### src/rtl/lif_neuron_pe.sv
// Leaky integrate-and-fire processing element: saturating membrane integration,
// shift-based leak on each timestep tick, threshold fire with refractory hold-off.
module lif_neuron_pe #(
  parameter int DATA_W       = 16,
  parameter int LEAK_SHIFT   = 0,
  parameter int REFRAC_TICKS = 0,
  parameter int RESET_MODE   = 0,
  parameter int CNT_W        = 16
) (
  input  logic                     clk,
  input  logic                     rst,
  input  logic                     in_spike,
  input  logic                     in_polarity,
  input  logic signed [DATA_W-1:0] in_weight,
  input  logic signed [DATA_W-1:0] threshold,
  input  logic                     tick,
  output logic                     out_spike,
  output logic signed [DATA_W-1:0] membrane,
  output logic                     refractory,
  output logic [CNT_W-1:0]         fire_count
);

  localparam int RC_W = (REFRAC_TICKS > 1) ? $clog2(REFRAC_TICKS + 1) : 1;

  localparam logic [0:0] INTEG  = 1'b0;
  localparam logic [0:0] REFRAC = 1'b1;

  localparam logic signed [DATA_W-1:0] MAX_V = {1'b0, {(DATA_W-1){1'b1}}};
  localparam logic signed [DATA_W-1:0] MIN_V = {1'b1, {(DATA_W-1){1'b0}}};

  // Clamp a one-bit-wider result back into the DATA_W signed range.
  function automatic logic signed [DATA_W-1:0] sat(input logic signed [DATA_W:0] x);
    if (x[DATA_W] != x[DATA_W-1])
      return x[DATA_W] ? MIN_V : MAX_V;
    else
      return x[DATA_W-1:0];
  endfunction

  logic [0:0]               state;
  logic [RC_W-1:0]          rc_cnt;
  logic signed [DATA_W-1:0] v;
  logic signed [DATA_W-1:0] acc;
  logic signed [DATA_W-1:0] leaked;
  logic signed [DATA_W-1:0] fire_val;
  logic signed [DATA_W:0]   v_ext;
  logic signed [DATA_W:0]   w_ext;
  logic signed [DATA_W:0]   sum;
  logic signed [DATA_W:0]   diff;
  logic                     fire;

  always_comb begin
    v_ext    = {v[DATA_W-1], v};
    w_ext    = {in_weight[DATA_W-1], in_weight};
    sum      = in_polarity ? (v_ext + w_ext) : (v_ext - w_ext);
    acc      = in_spike ? sat(sum) : v;
    // A shift of zero would leak everything, so zero means no leak at all.
    leaked   = (LEAK_SHIFT == 0) ? acc : (acc - (acc >>> LEAK_SHIFT));
    diff     = {leaked[DATA_W-1], leaked} - {threshold[DATA_W-1], threshold};
    fire_val = (RESET_MODE == 1) ? sat(diff) : '0;
    fire     = (leaked >= threshold);
  end

  always_ff @(posedge clk) begin
    if (rst) begin
      state      <= INTEG;
      rc_cnt     <= '0;
      v          <= '0;
      out_spike  <= 1'b0;
      fire_count <= '0;
    end else begin
      out_spike <= 1'b0;
      if (state == INTEG) begin
        if (!tick) begin
          v <= acc;
        end else if (fire) begin
          out_spike <= 1'b1;
          v         <= fire_val;
          if (fire_count != {CNT_W{1'b1}})
            fire_count <= fire_count + CNT_W'(1);
          if (REFRAC_TICKS > 0) begin
            state  <= REFRAC;
            rc_cnt <= RC_W'(REFRAC_TICKS);
          end
        end else begin
          v <= leaked;
        end
      end else begin
        // The tick that exhausts the counter only ends the hold-off; it never compares.
        if (tick) begin
          rc_cnt <= rc_cnt - RC_W'(1);
          if (rc_cnt == RC_W'(1))
            state <= INTEG;
        end
      end
    end
  end

  assign membrane   = v;
  assign refractory = (state == REFRAC);

endmodule

### config.mk
export PLATFORM = sky130hd
export DESIGN_NAME = lif_neuron_pe
export DESIGN_NICKNAME = d
export VERILOG_FILES = /design/src/rtl/lif_neuron_pe.sv
export SDC_FILE = /design/constraint.sdc
export NUM_CORES = 1
export LEC_CHECK = 0
export CAP_MARGIN = 20
export CORE_MARGIN = 4
export CORE_UTILIZATION = 41
export CTS_BUF_LIST = sky130_fd_sc_hd__clkbuf_8
export CTS_CLUSTER_SIZE = 25
export DETAILED_ROUTE_END_ITERATION = 12
export PLACE_DENSITY = 0.64
export SYNTH_ARGS = -nofsm -noshare
export SYNTH_HDL_FRONTEND = slang
export SYNTH_SLANG_ARGS = --single-unit
### constraint.sdc
create_clock -name clk -period 7.4 [get_ports clk]
set_input_delay 1.48 -clock clk [delete_from_list [all_inputs] [get_ports clk]]
set_output_delay 1.48 -clock clk [all_outputs]
set_load 0.1 [all_outputs]
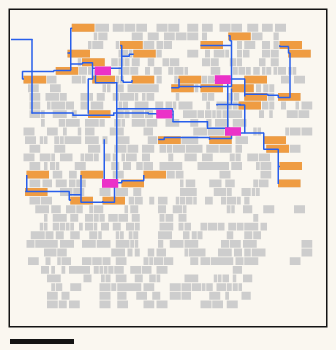
Run 1: clock distribution
Bar = 20 µm.
[blue] clock wires | length: 522 µm
[magenta] clock-net drivers | count: 5
[orange] flip-flops | count: 35
routed clock nets: 6

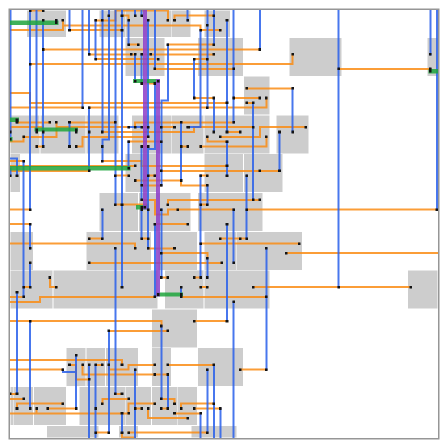
Run 1: close-up of the layout
Region (60, 10) to (90, 40) µm. Cells in gray, sequential cells in the stronger gray; small squares are vias.
| color | layer |
|---|---|
| orange | M1 |
| purple | M4 |
| green | M3 |
| blue | M2 |
sequential cells in the window: 0
most frequent: nor2_1 (4), ha_1 (4), buf_4 (4)
cells with their middle in the window: 44

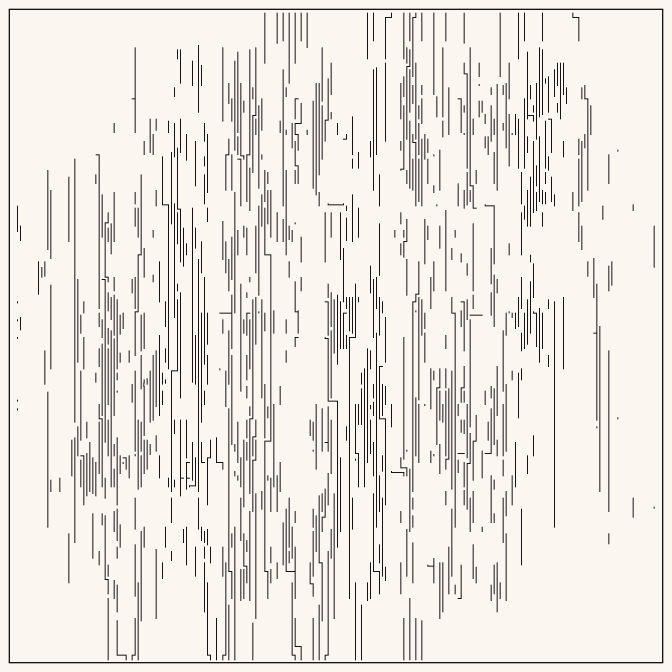
Run 1: met2 routing
nets with wire on the layer: 485
wire length on this layer: 4400 µm
longest straight run: 40.1 µm

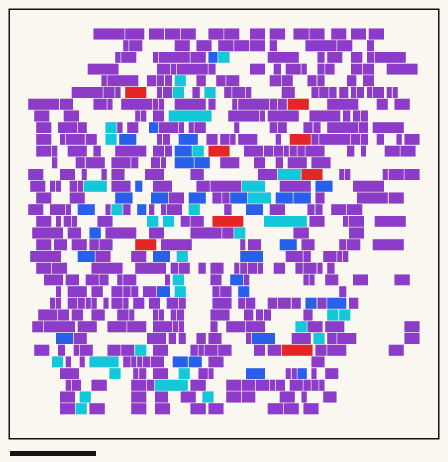
Run 1: sizing map
Bar = 20 µm.
| color | size | cells | share | most used |
|---|---|---|---|---|
| purple | x1 and smaller | 432 | 85% | clkdlybuf4s50_1 |
| red | x6 and larger | 8 | 1.6% | clkbuf_8 |
| blue | x2 | 34 | 6.7% | mux2_2 |
| cyan | x3 and x4 | 34 | 6.7% | buf_4 |
nonclk buf count: 98
Design Area, Final: 4540 µm²
area grow syn2layout: 32.6%
setup ws final: 0.327 ns

==> ci_impl_report.md, run 1 <==
## PnR job results

| Metric | Value |
|---|---|
| Met3 usage | `0.0295` |
| Wire per inst | `15.4 µm` |
| Startpoint types | `primary input` |
| Largest net degree at the start of global routing | `24` |
| Initial antenna violation count | `0` |
| Top class by area | `multi-input combinational cells` |
| Maximum vdd ir drop | `0.407 mV` |
| FF/Latch Area | `701 µm²` |
| Root Driver | `clkbuf_8` |
| Post-CTS Setup Inserts | `0` |
| Grt total ovfl | `0` |
| Share of cells above drive strength 1 | `0.150` |
| Dpl cell area | `4370 µm²` |
| Crit path launch | `in_weight[1]` |
| Cts hold-fix bufs | `0` |
| Final Util | `0.556` |
| ANT cells | `0` |
| Hold path depth | `1` |
| Cell total after placement | `602` |
| Critical path required time | `7.58 ns` |
| Busiest metal layer after global routing | `met2` |
| Worst-margin pin slew | `1.04 ns` |
| EDFF count, synth | `0` |
| H-Tree Depth | `2` |
| Clock buffers | `6` |
| Clock network area share | `0.0193` |
| DP Worst Slack | `-0.123 ns` |
| Pre-Repair DR Iteration Count | `4` |
| CTS resizes | `0` |
| Non-clk invs | `30` |
| Top cells excl fill/tap | `clkdlybuf4s50_1 (70), nor2_1 (38), dfxtp_1 (35)` |
| Die outline height | `99.4 µm` |
| Reg2Reg Setup Slack | `2.42 ns` |
| Wire length on met2 | `4400 µm` |
| Crit end category | `flip-flop` |
| Post-synth design cell area | `3430 µm²` |
| Max Freq | `141 MHz` |
| Status | `complete, no violations` |
| Max stage delay cell, worst path | `clkdlybuf4s50_1` |
| DRT met1 WL | `4590 µm` |
| Mean Syn Cell Area | `8.22 µm²` |
| Yosys stat chip area | `3430 µm²` |
| CP max stage delay | `0.52 ns` |
| Top layer in use | `met4` |
| Top post-synthesis cells by area | `dfxtp_1 (20%), ha_1 (12%), xor2_1 (5.1%)` |
| Worst EP arrival | `7.25 ns` |
| Final wirelength | `9460 µm` |
| IO Port Bufs | `70` |
| Tap cell count | `105` |
| Seq/Total Area, Yosys | `0.205` |
| R2r startpoint | `membrane[9]` |
| Crit path to | `membrane[7]` |
| Ys flop type | `dfxtp_1` |
| Floorplan core density | `0.419` |
| Max Slew Vio Count | `0` |
| Final clock skew | `0.00267 ns` |
| Final setup fails | `0` |
| Final Power | `0.00184 W` |
| Top cells by count | `nor2_1 (39), dfxtp_1 (35), ha_1 (34)` |
| Reg2reg end | `membrane[7]` |
| DR WL met3 | `350 µm` |
| Initial DRC count | `125` |
| Tool warnings | `26` |
| IO Pins | `71` |
| Vias | `3346` |
| Hold Slack | `0.453 ns` |
| Hold endpoint | `refractory` |
## run 1: where the power goes
part,total [W],internal [W],switching [W],leakage [nW]
combinational,0.00141,0.000572,0.000836,1.56
sequential,0.000290,0.000231,0.0000589,0.285
clock,0.000143,0.0000730,0.0000702,0.0470
total,0.00184,0.000876,0.000965,1.90
## run 1: kinds of logic (layout without fill, tap and decap cells)
group,after synthesis,after routing,synth area share
simple gates,131,131,0.198
compound gates,113,113,0.232
fa+ha+maj,47,47,0.167
buf+inv,44,135,0.0592
flops,35,35,0.205
xor+xnor,33,33,0.0898
mux,14,14,0.0497
## run 1: critical path, delay by kind of cell
family	cells	cell delay (ns)
buf+inv	6	1.21
compound gates	9	1.96
simple gates	7	1.03
xor+xnor	2	0.39
fa+ha+maj	4	1.16
## Run 2: what changed since run 1
--- a/config.mk
+++ b/config.mk
@@ -6,12 +6,13 @@
 export NUM_CORES = 1
 export LEC_CHECK = 0
 export CAP_MARGIN = 20
-export CORE_MARGIN = 4
-export CORE_UTILIZATION = 41
+export CORE_MARGIN = 5
+export CORE_UTILIZATION = 54
 export CTS_BUF_LIST = sky130_fd_sc_hd__clkbuf_8
+export CTS_CLUSTER_DIAMETER = 100
 export CTS_CLUSTER_SIZE = 25
 export DETAILED_ROUTE_END_ITERATION = 12
-export PLACE_DENSITY = 0.64
+export PLACE_DENSITY = 0.82
 export SYNTH_ARGS = -nofsm -noshare
 export SYNTH_HDL_FRONTEND = slang
 export SYNTH_SLANG_ARGS = --single-unit
==> run 2 against run 1 <==
Sequential cell count unchanged; non-clock buffer count increased by 16; die area decreased by 19%; combinational power increased by 4%; sequential share of layout area decreased by 0.33 points; register-to-register slack got worse by 0.20 ns; hold slack improved by 0.032 ns; clock power increased by 27%; first-iteration DRC count increased by 64%; final area increased by 2.2%; setup slack got worse by 0.19 ns; routed wire length increased by 1.2%; critical path type unchanged.
==> ci_impl_report.md, run 2 <==
## PnR job results

| Metric | Value |
|---|---|
| Status | `complete, no violations` |
| Busiest metal layer after global routing | `met2` |
| Synth top area share | `0.205` |
| Post-synth ARST share | `0` |
| Pwr top | `combinational logic` |
| Crit path launch | `in_weight[1]` |
| Switching part of the total | `0.511 (-0.0137)` |
| Die Wd | `89.7 µm` |
| GP Congestion | `0.918` |
| MaxCap Viol Count | `0` |
| EDFF count, synth | `0 (unchanged)` |
| Crit end category | `flip-flop` |
| CTS tree | `yes` |
| Mean Syn Cell Area | `8.22 µm² (unchanged)` |
| Ys flop type | `dfxtp_1` |
| IO Pins | `71 (unchanged)` |
| Setup ws final | `0.134 ns (-0.192 ns)` |
| IO Port Bufs | `70 (unchanged)` |
| CP max stage delay | `0.51 ns (about the same)` |
| Top cells excl fill/tap | `clkdlybuf4s50_1 (70), buf_4 (42), nor2_1 (36)` |
| Worst hold path class | `flip-flop to flip-flop` |
| Top post-synthesis cells by area | `dfxtp_1 (20%), ha_1 (12%), xor2_1 (5.1%)` |
| First-pass GRT wire length | `16000 µm` |
| Cell total after placement | `590 (-2.0%)` |
| Post-route DRC | `0` |
| Clock power frac | `0.093 (+0.015)` |
| Largest net degree at the start of global routing | `24 (unchanged)` |
| Nonclk buf count | `114 (+16%)` |
| Wire length on met2 | `4830 µm (+9.7%)` |
| Cell family with most CP delay | `AND-OR/OR-AND gates` |
| Hold Slack | `0.485 ns (+0.0316 ns)` |
| Non-clk invs | `30 (unchanged)` |
| Cts hold-fix bufs | `0 (unchanged)` |
| Met1 Use GR | `0.318` |
| Tool warnings | `26 (unchanged)` |
| DRT met1 WL | `4210 µm (-8.2%)` |
| Comb area | `2570 µm²` |
| Share of cells above drive strength 1 | `0.187 (+0.0371)` |
| Comb pwr | `0.00147 W (+4%)` |
| Worst-case clock buffer depth | `2` |
| Design Area, Final | `4640 µm² (+2.2%)` |
| Unique masters post-synth | `65` |
| Dpl cell area | `4430 µm² (+1.4%)` |
| Die outline height | `89.7 µm (-9.8%)` |
| Startpoint types | `primary input` |
| Maximum vdd ir drop | `0.334 mV (-18%)` |
| Crit Path Max Fanout | `13` |
| Detailed placement HPWL | `7560 µm` |
| GRT Total Usage | `0.245` |
| Met3 usage | `0.0420 (+0.0125)` |
| Pre-Repair DR Iteration Count | `4 (unchanged)` |
| Yosys stat chip area | `3430 µm² (unchanged)` |
| Clock network area share | `0.0253 (+0.00606)` |
| Grt total ovfl | `0 (unchanged)` |
| Top cells by count | `nor2_1 (39), dfxtp_1 (35), ha_1 (34)` |
| Max Slew Vio Count | `0 (unchanged)` |
| Final worst path period need | `7.27 ns` |
| Multi-input gate share of total cell area | `0.555` |
| Top class by area | `multi-input combinational cells` |
| Initial DRC count | `205 (+64%)` |
| Vias | `3553 (+6.2%)` |
| Tcrit/Tclk final | `0.982` |
| Setup CP Type | `primary input to flip-flop` |
| Gate count after technology mapping | `417` |
| Synth Warn # | `0` |
| DR WL met3 | `473 µm (+35%)` |
| Leak | `1.97 nW` |
| Flop share of the area | `0.151` |
| Yosys stat cell total | `417` |
| Final Util | `0.739 (+0.184)` |
| Combinational fraction of design power | `0.757 (-0.007)` |
| Combinational Gates | `338` |
| Top layer in use | `met4` |
| Tap cell count | `77 (-27%)` |
| GRT met2 Usage | `0.432` |
| R2r startpoint | `membrane[1]` |
| Max stage delay cell, worst path | `clkdlybuf4s50_1` |
| Post-synth design cell area | `3430 µm² (unchanged)` |
| Floorplan core density | `0.546 (+0.127)` |
| Synth top cell by count | `nor2_1` |
| Final nets | `596` |
| Max transition margin | `0.308` |
| Area grow syn2layout | `35.5%` |
| Buffer-and-inverter tally for the worst setup path | `6 (unchanged)` |
| Internal | `0.000949 W (+8.3%)` |
| Seq/Total Area, Yosys | `0.205 (unchanged)` |
| Layout Cells excl Fill | `602` |
| CTS sink cnt | `35` |
| Final Power | `0.00194 W (+5.3%)` |
| Seq group | `0.000291 W (about the same)` |
| Worst-margin pin slew | `1.04 ns (-0.00933 ns)` |
| Sw power | `0.000990 W (+2.6%)` |
| Final setup fails | `0 (unchanged)` |
| Wire per inst | `15.9 µm (+3.1%)` |
| Final Hold Viols | `0` |
| FF/Latch Area | `701 µm² (unchanged)` |
| DP Worst Slack | `-0.242 ns (-0.119 ns)` |
| Detail Route Antenna Nets | `0` |
| Final wirelength | `9570 µm (+1.2%)` |
| Seq cells post-synth | `35` |
| ANT cells | `0 (unchanged)` |
| Root Driver | `clkbuf_8` |
| Hold path start | `rc_cnt` |
| Critical path required time | `7.60 ns (+0.02 ns)` |
| Max Freq | `138 MHz (-2.6%)` |
| Vias in the first global route | `3487` |
| Final setup TNS | `0 ns` |
| Flops | `35` |
| Initial antenna violation count | `0 (unchanged)` |
| Most frequent logic cell in the layout | `clkdlybuf4s50_1` |
| Worst EP arrival | `7.47 ns (+0.22 ns)` |
| Sequential share of power | `0.150 (-0.008)` |
| H-Tree Depth | `2 (unchanged)` |
| Pwr/cell area | `418 nW/µm²` |
-- run 2: netlist changes by cell type in the layout (fill, tap and decap cells not counted), moves of 2 or more --
cell	previous run	this run
buf_12	2	0
buf_6	0	2
buf_4	26	42
nor2_1	38	36
nor2_2	2	4
-- run 2: path summary, 6_finish.rpt --
path,endpoint,slack (ns),cells after the start
max reg2reg,fire_count[11],2.22,19
max,fire_count[11],0.13,26
min,refractory,0.48,1
min reg2reg,refractory,0.48,1
-- run 2: cell families after synthesis --
family	synth area share
simple gates	0.198
compound gates	0.232
fa+ha+maj	0.167
buf+inv	0.0592
flops	0.205
xor+xnor	0.0898
mux	0.0497
-- run 2: repair_timing --
action                                  CTS  global route
endpoints found under the hold margin     0             0
gates resized                             0            17
endpoints found under the setup margin    0            28
setup buffers                             0             4
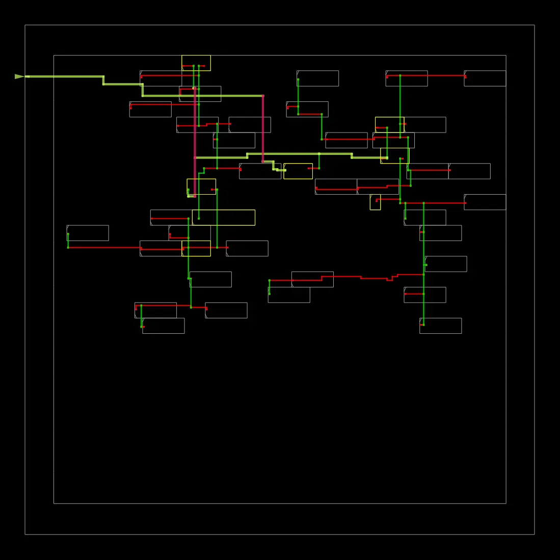
Run 2: clock routing
Worst-Skew Late Latency: 0.29 ns
CTS Buf Count: 5
clock buffers: 6
final clock skew: 0.00400 ns
clock group power: 0.000181 W

## Run 3: what changed since run 2
--- a/config.mk
+++ b/config.mk
@@ -12,7 +12,9 @@
 export CTS_CLUSTER_DIAMETER = 100
 export CTS_CLUSTER_SIZE = 25
 export DETAILED_ROUTE_END_ITERATION = 12
+export GPL_TIMING_DRIVEN = 0
 export PLACE_DENSITY = 0.82
+export RECOVER_POWER = 25
 export SYNTH_ARGS = -nofsm -noshare
 export SYNTH_HDL_FRONTEND = slang
 export SYNTH_SLANG_ARGS = --single-unit
==> run 3 against run 2 <==
Hold slack worse by 0.025 ns; register-to-register slack worse by 0.05 ns; clock power is 14% lower; via count is 0.73% lower; first-iteration DRC count is 7.8% lower; routed wire length is 0.77% higher; power is 5.5% lower; sequential power hardly changed; setup slack better by 0.055 ns; combinational power is 5% lower; final cell count is 4.0% lower; highest routed layer unchanged.
==> ci_impl_report.md, run 3 <==
## PnR job results

| Metric | Value |
|---|---|
| Layout Cells excl Fill | `578 (-4.0%)` |
| Max transition margin | `0.341 (+0.0331)` |
| Vias in the first global route | `3168 (-9.1%)` |
| Initial antenna violation count | `0 (unchanged)` |
| Synth Warn # | `0 (unchanged)` |
| Ys flop type | `dfxtp_1` |
| Met1 Use GR | `0.330 (+0.0116)` |
| Reg2reg end | `membrane[13]` |
| Mean Syn Cell Area | `8.22 µm² (unchanged)` |
| Area grow syn2layout | `31.3%` |
| Hold path start | `rc_cnt` |
| Status | `complete, no violations` |
| Vias | `3527 (-0.73%)` |
| Final nets | `572 (-4.0%)` |
| Top post-synthesis cells by area | `dfxtp_1 (20%), ha_1 (12%), xor2_1 (5.1%)` |
| Final Power | `0.00183 W (-5.5%)` |
| Nonclk buf count | `90 (-21%)` |
| Detail Route Antenna Nets | `0 (unchanged)` |
| GRT met2 Usage | `0.388 (-0.0432)` |
| ANT cells | `0 (unchanged)` |
| Comb area | `2630 µm² (+2.2%)` |
| H-Tree Depth | `2 (unchanged)` |
| Wire per inst | `16.7 µm (+5.0%)` |
| Setup CP Type | `primary input to flip-flop` |
| Met3 usage | `0.0365 (-0.00547)` |
| Pre-Repair DR Iteration Count | `5 (+1)` |
| Max stage delay cell, worst path | `clkdlybuf4s50_1` |
| Tap cell count | `77 (unchanged)` |
| Comb area leader | `AND-OR/OR-AND gates` |
| Largest net degree at the start of global routing | `11 (-54%)` |
| CTS Buf Count | `5 (unchanged)` |
| Max Freq | `139 MHz (+0.76%)` |
| Design Area, Final | `4500 µm² (-3.0%)` |
| CTS tree | `yes` |
| Seq/Total Area, Yosys | `0.205 (unchanged)` |
| Detailed placement HPWL | `7430 µm (-1.7%)` |
| Clock buffers | `7 (+1)` |
| Flop share of the area | `0.156 (+0.00474)` |
| FF/Latch Area | `701 µm² (unchanged)` |
| Adder-cell share of the synthesized area | `0.167 (unchanged)` |
| CTS sink cnt | `35 (unchanged)` |
| Top cells by count | `nor2_1 (39), dfxtp_1 (35), ha_1 (34)` |
| Crit Path Max Fanout | `10 (-3)` |
| MaxCap Viol Count | `0 (unchanged)` |
| Post-synth design cell area | `3430 µm² (unchanged)` |
| Clock network area share | `0.0222 (-0.00310)` |
| Final wirelength | `9650 µm (+0.77%)` |
| Initial DRC count | `189 (-7.8%)` |
| Root Driver | `clkbuf_8` |
| Crit path to | `membrane[13]` |
| DR WL met3 | `660 µm (+40%)` |
| Top cells excl fill/tap | `clkdlybuf4s50_1 (45), dfxtp_1 (35), nor2_1 (34), ha_1 (34)` |
| Max Slew Vio Count | `0 (unchanged)` |
| R2r startpoint | `membrane[9]` |
| Hold Slack | `0.459 ns (-0.0254 ns)` |
| Busiest metal layer after global routing | `met2` |
| Multi-input gate share of total cell area | `0.585 (+0.0302)` |
| Seq cells post-synth | `35 (unchanged)` |
| Yosys stat chip area | `3430 µm² (unchanged)` |
| Critical path depth | `26 (unchanged)` |
| Cell family with most CP delay | `AND-OR/OR-AND gates` |
| CP max stage delay | `0.45 ns (-0.06 ns)` |
| Tcrit/Tclk final | `0.974 (-0.00744)` |
| IO Pins | `71 (unchanged)` |
| First-pass GRT wire length | `15200 µm (-5.2%)` |
| Pwr/cell area | `407 nW/µm² (-2.5%)` |
| Combinational Gates | `338 (unchanged)` |
| Worst-case clock buffer depth | `2 (unchanged)` |
| Mux share | `0.0497 (unchanged)` |
| Startpoint types | `primary input` |
| Final setup fails | `0 (unchanged)` |
| Worst-margin pin slew | `0.986 ns (-0.0497 ns)` |
| Floorplan core density | `0.546 (unchanged)` |
==> run 3: cell count changes in the layout (fill, tap and decap cells not counted), moves of 2 or more <==
cell,delta
dlygate4sd3_1,+16
nor2_4,+3
clkbuf_1,+4
clkbuf_4,+4
buf_4,-32
dlymetal6s2s_1,+7
nor2_1,-2
clkdlybuf4s50_1,-25
==> run 3: report_power, final <==
group	switching (W)	internal, W
Clock	0.0000726	0.0000836
Sequential	0.0000569	0.000231
Combinational	0.000858	0.000530
==> run 3: repair_timing <==
item	in CTS	in global routing
buffers inserted	3	4
setup endpoints to repair	29	30
gates cloned	0	0
pin swaps	6	10
gates resized	20	21
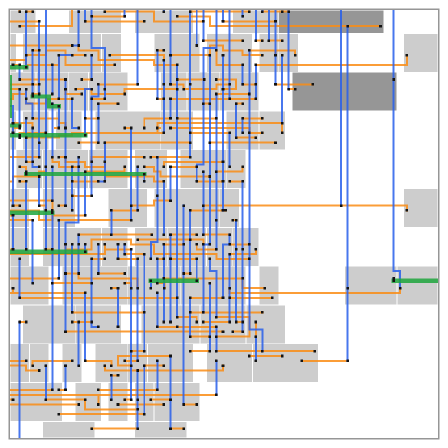
Run 3: close-up of the layout
Region (52, 7) to (82, 37) µm. Cells in gray, sequential cells in the stronger gray; small squares are vias.
| color | layer |
|---|---|
| orange | M1 |
| blue | M2 |
| green | M3 |
cells with their middle in the window: 68
most frequent: nor2_1 (7)
netlist names of flops here include: membrane (2)
sequential cells in the window: 2

No activity file was given, so power comes from the tool's default toggle rates.
